Run 1, hierarchy map of the flops:
Other sequential cells in the stronger gray, the rest of the logic in the fainter gray.
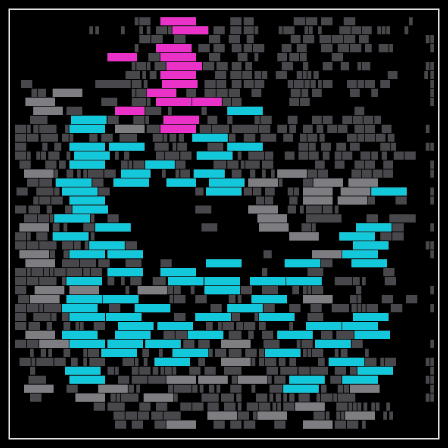
Run 1, routed metal, one color a layer:
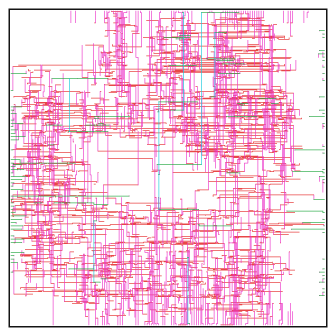
Run 1, clock distribution:
Scale bar: 50 um.
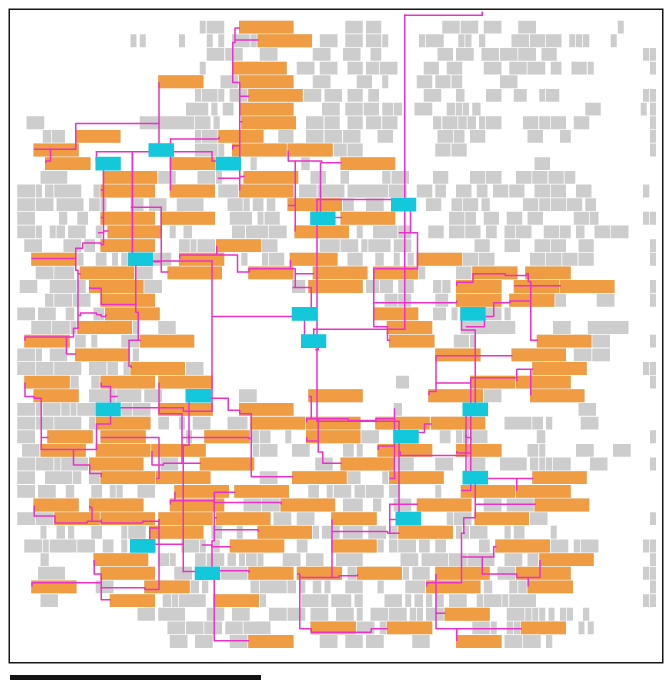
==> config.mk <==
export PLATFORM = sky130hd
export DESIGN_NAME = rv_writeback
export DESIGN_NICKNAME = d
export VERILOG_FILES = /design/src/rtl/rv_pkg.sv /design/src/rtl/rv_wb_fifo.sv /design/src/rtl/rv_writeback.sv
export SDC_FILE = /design/constraint.sdc
export NUM_CORES = 1
export LEC_CHECK = 0
export ABC_CLOCK_PERIOD_IN_PS = 8480
export CAP_MARGIN = 0
export CORE_UTILIZATION = 45
export CTS_BUF_LIST = sky130_fd_sc_hd__clkbuf_8
export DETAILED_ROUTE_END_ITERATION = 10
export GPL_ROUTABILITY_DRIVEN = 1
export MAX_ROUTING_LAYER = met4
export PLACE_DENSITY = 0.77
export SYNTH_ARGS = -nofsm -noshare
export SYNTH_HDL_FRONTEND = slang
export SYNTH_SLANG_ARGS = --single-unit
==> constraint.sdc <==
create_clock -name i_clk -period 8.48 [get_ports i_clk]
set_input_delay 2.12 -clock i_clk [delete_from_list [all_inputs] [get_ports i_clk]]
set_output_delay 2.12 -clock i_clk [all_outputs]
set_load 0.1 [all_outputs]
==> results.cfg, run 1 <==
; flow metrics
[pwr]
sequential_group_share_of_total_power_pct = 29.8
leakage_nw = 3.61
finalPower_mw = 3.71
net_switching_component_of_the_power_mw = 1.86

[routing]
route.detailed.drc = 0
ant_nets = 0
drtPass1Iterations = 5

[critical_path]
worstSetupPathType = input pin to primary output
cp_top_family = buffers and inverters
worstPathBufferInverterCount = 2
rrSetupSlack_ps = 4920
worstRegToRegCells = 9
worst-path-max-fanout = 7
crit_path_top_delay_cell = sky130_fd_sc_hd__clkdlybuf4s50_1
critical_path.startpoint_type = input pin
path_depth = 8

[global_routing]
globalRouteOverflowTotal = 0
grt_pass1_wl_um = 25400

[final_timing]
worstMarginPinSlew_ps = 1120
grt_setup_unrepaired = false
fmaxAchievable_mhz = 138

[logic_synthesis]
ys.warnings.count = 0
ys_top_cells_by_area = sky130_fd_sc_hd__edfxtp_1 34%, sky130_fd_sc_hd__dfrtp_1 18%, sky130_fd_sc_hd__buf_4 6.8%
synthMostInstantiatedCell = sky130_fd_sc_hd__edfxtp_1
post_synth_instance_area_sq_mm = 0.00736
synth_chip_area_sq_mm = 0.00736
yosys-dominant-comb-family = multiplexers
ys_sh_mux_pct = 13.6
postSynth.topFlopCell = sky130_fd_sc_hd__edfxtp_1
mean_syn_cell_area_sq_um = 11.9

[cts]
clk_root_buffer_cell = sky130_fd_sc_hd__clkbuf_8
clock_path_buffers = 2
h-tree-depth = 4
cts.sink_count = 136
cts_post_setup_buffers_inserted = 0

[outcome]
run_status = complete, no violations

[final_layout]
inserted_diodes = 0
layout.nets = 836
post_route_cells_drive_above_1_share_pct = 10.3
synthesis_to_finish_area_growth_pct = 21.2

[die]
pin_count = 201
core_util_floorplan_pct = 46.2

[hold_path]
timing.hold.worst.class = flip-flop to flip-flop

[placement]
port_buffers = 134
Notes on 'hierarchy map of the flops' above:
legend:
  cyan:
    scope: u_alu_fifo
    flops: 78
  magenta:
    scope: u_ld_queue
    flops: 14
    where: top middle
Die Footprint: 0.0169 sq mm
post-layout util: 56.0%
final std cells w/o fill: 967

Notes on 'routed metal, one color a layer' above:
legend:
  red:
    layer: M1
    wire_length: 7,300 um
  green:
    layer: M3
    wire_length: 609 um
  cyan:
    layer: M4
    wire_length: 248 um
  magenta:
    layer: M2
    wire_length: 8,250 um
final routed wire length divided by cell count: 17.0 um
final WL: 16,400 um
Global Route Usage Sum: 20.7%
Via Count: 4,828

Notes on 'clock distribution' above:
legend:
  cyan:
    item: clock-net drivers
    count: 17
  orange:
    item: flip-flops
    count: 136
  magenta:
    item: clock wires
    length: 1,620 um
flops lie: widely spread
clock share of power: 13.5%
insertion delay of the later-clocked pin in the worst-skew pair: 440 ps
power dissipated in the clock network: 0.499 mW

## run 1: stage by stage
step                      cell area, sq um  setup WS [ps]  instances
after floorplan                       7600           1630        686
after global routing                  8920           1170        967
after CTS                             8920           1240        967
final                                 8920           1230        967
after global placement                8550           1270        935
after detailed placement              8550           1270        935
## run 1: power by group through the flow
stage | logic, mW | clock network [mW] | registers (mW)
global route | 2.23 | 0.539 | 1.13
CTS | 2.12 | 0.513 | 1.11
floorplan | 1.08 | 0 | 1.69
global placement | 2.08 | 0 | 1.11
finish | 2.10 | 0.499 | 1.11
detailed placement | 2.11 | 0 | 1.12
## run 1: layout make-up
class / instances / area share [%]
flip-flops and latches: 136 / 42.9
multi-input cells: 434 / 34.2
repair buffers: 139 / 15.3
well taps: 216 / 3.03
clock buffers: 18 / 2.78
clock inverters: 14 / 1.39
inverters: 10 / 0.421
## run 1: layer usage
layer	global-route usage [%]	vias to the layer above	part of all wire, %
li1	-	2301	-
met1	25.6	2359	44
met2	34.0	151	50
met3	3.98	17	3.7
met4	7.18	0	1.5
met5	-	-	0
## run 1: cell families after synthesis
family	count (synthesis)
xor gates and xnor gates	78
DFF	136
adders and majority gates	4
and+or+nand+nor	114
AOI/OAI and AO/OA	88
buffers and inverters	116
muxes	84
other	1
## run 1: worst reg2reg max path: stages, from the launching register on
cell and delay [ps]:
sky130_fd_sc_hd__dfrtp_1 500, sky130_fd_sc_hd__nor2_4 610, sky130_fd_sc_hd__buf_4 560, sky130_fd_sc_hd__nor2_2 130, sky130_fd_sc_hd__a311oi_2 240, sky130_fd_sc_hd__a21oi_1 100
sky130_fd_sc_hd__nor4_2 420, sky130_fd_sc_hd__nand2b_2 160, sky130_fd_sc_hd__buf_4 340, sky130_fd_sc_hd__mux2_4 380
==> run 2, diff against run 1 <==
Settings changed: CTS_BUF_LIST sky130_fd_sc_hd__clkbuf_8 to sky130_fd_sc_hd__clkbuf_4 sky130_fd_sc_hd__clkbuf_8 sky130_fd_sc_hd__clkbuf_16.
Run 2, routed metal, one color a layer:
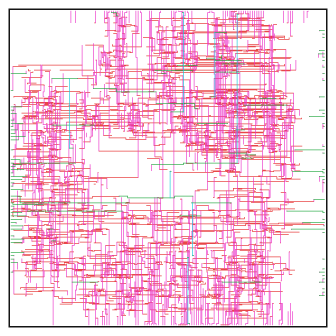
legend:
  magenta:
    layer: M2
    wire_length: 8,220 um
  green:
    layer: M3
    wire_length: 691 um
  cyan:
    layer: M4
    wire_length: 217 um
  red:
    layer: M1
    wire_length: 7,220 um
final routed wire length divided by cell count: 16.9 um
Via Count: 4,802

==> run 2 against run 1 <==
Against the previous run: total power grew 6.0%; register-to-register slack is essentially flat; final area grew 2.4%; flip-flop count is the same; worst setup slack gained 14 ps; die size is the same; synthesized cell count is the same; critical path depth is the same; via count shrank 0.54%; worst hold slack gained 3.5 ps; critical path type unchanged.
==> results.cfg, run 2 <==
; flow metrics
[pwr]
sequential_group_share_of_total_power_pct = 28.2
net_switching_component_of_the_power_mw = 1.89
leakage_nw = 3.69

[critical_path]
worstSetupPathType = input pin to primary output
path_depth = 8
worstRegToRegCells = 9
cp_top_family = buffers and inverters
rrSetupSlack_ps = 4920
crit_path_top_delay_cell = sky130_fd_sc_hd__clkdlybuf4s50_1
critical_path.startpoint_type = input pin
cpMostUsedCell = sky130_fd_sc_hd__clkdlybuf4s50_1
worst-path-max-fanout = 7
worstPathBufferInverterCount = 2

[placement]
place_inst = 935
port_buffers = 134

[routing]
ant_nets = 0
viasPerCell = 4.97
drtPass1Iterations = 4
route.detailed.drc = 0
final_wl_um = 16300

[global_routing]
grt_use_total_pct = 20.8
grt_pass1_wl_um = 25500
globalRouteOverflowTotal = 0

[logic_synthesis]
post_synth_instance_area_sq_mm = 0.00736
synth_stat.cells = 621
ys_top_cells_by_area = sky130_fd_sc_hd__edfxtp_1 34%, sky130_fd_sc_hd__dfrtp_1 18%, sky130_fd_sc_hd__buf_4 6.8%
synth_top_area_share_pct = 34.3
synth_chip_area_sq_mm = 0.00736
ys.warnings.count = 0
synthMostInstantiatedCell = sky130_fd_sc_hd__edfxtp_1
postSynth.topFlopCell = sky130_fd_sc_hd__edfxtp_1
yosys_reg_bits = 136
mean_syn_cell_area_sq_um = 11.9

[cts]
clk_root_buffer_cell = sky130_fd_sc_hd__clkbuf_16
h-tree-depth = 4
cts.sink_count = 136
cts_post_setup_buffers_inserted = 0
clock_path_buffers = 2

[hold_path]
timing.hold.worst.class = flip-flop to flip-flop

[final_layout]
synthesis_to_finish_area_growth_pct = 24.2
final-instance-count-excl-fill = 967
largest_register_ffs = 74
layout.nets = 836
inserted_diodes = 0
post_route_cells_drive_above_1_share_pct = 11.1

[die]
core_sq_mm = 0.0159
core_util_floorplan_pct = 46.2
die_area_sq_mm = 0.0169
pin_count = 201

[final_timing]
worstMarginPinSlew_ps = 1110
fmaxAchievable_mhz = 138
slew_violations = 0
grt_setup_unrepaired = false

[outcome]
run_status = complete, no violations
Run 2, clock distribution:
Scale bar: 50 um.
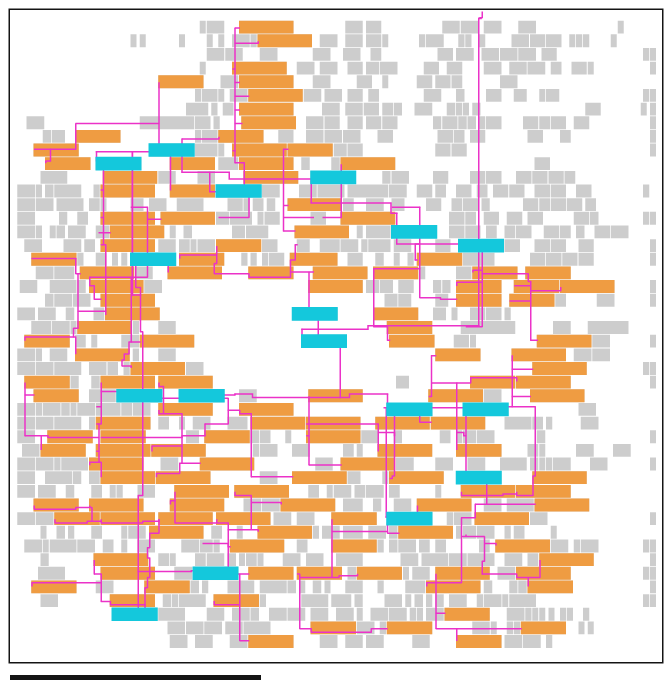
legend:
  orange:
    item: flip-flops
    count: 136
  magenta:
    item: clock wires
    length: 1,660 um
  cyan:
    item: clock-net drivers
    count: 17
routed clock nets: 18
flops lie: widely spread
insertion delay of the later-clocked pin in the worst-skew pair: 410 ps
clock share of power: 18.3%
maximum clock skew at final layout: 16.9 ps
power dissipated in the clock network: 0.721 mW

## run 2: metal layers
layer	wire [um]	up-vias	track usage, %
li1	-	2310	-
met1	7220	2328	25.7
met2	8220	150	33.9
met3	690	14	4.47
met4	216	0	6.77
met5	0	-	-
## run 2: logic make-up after synthesis
kind of cell               share of synthesized area [%]
other                                             0.0509
xor gates and xnor gates                            9.28
buffers and inverters                               10.1
DFF                                                 51.9
AOI/OAI and AO/OA                                   7.29
adders and majority gates                          0.680
muxes                                               13.6
and+or+nand+nor                                     6.97
## run 2: final cells by class
cell class	count	area [sq um]
sequential	136	3820
clock buffer	24	484
inverter	10	37.5
clock inverter	8	101
timing repair buffer	139	1370
multi-input combinational	434	3050
tap	216	270
fill	1324	6800
## run 2: metrics by stage
stage | instance area [sq um] | power [mW] | worst slack, ps | util (%)
floorplan | 7600 | 2.77 | 1630 | -
global placement | 8550 | 3.19 | 1270 | 53.6
detailed placement | 8550 | 3.23 | 1270 | 53.6
finish | 9140 | 3.93 | 1240 | 57.3
global route | 9140 | 4.12 | 1170 | 57.3
CTS | 9140 | 3.96 | 1240 | 57.3
## run 2: power by group through the flow
| stage | clock network, mW | registers [mW] | logic [mW] |
|---|---|---|---|
| 2_1_floorplan | 0 | 1.69 | 1.08 |
| 3_3_place_gp | 0 | 1.11 | 2.08 |
| 3_5_place_dp | 0 | 1.12 | 2.11 |
| 4_1_cts | 0.733 | 1.11 | 2.12 |
| 5_1_grt | 0.764 | 1.13 | 2.23 |
| 6_report | 0.721 | 1.11 | 2.10 |
No activity file was given, so power comes from the tool's default toggle rates.
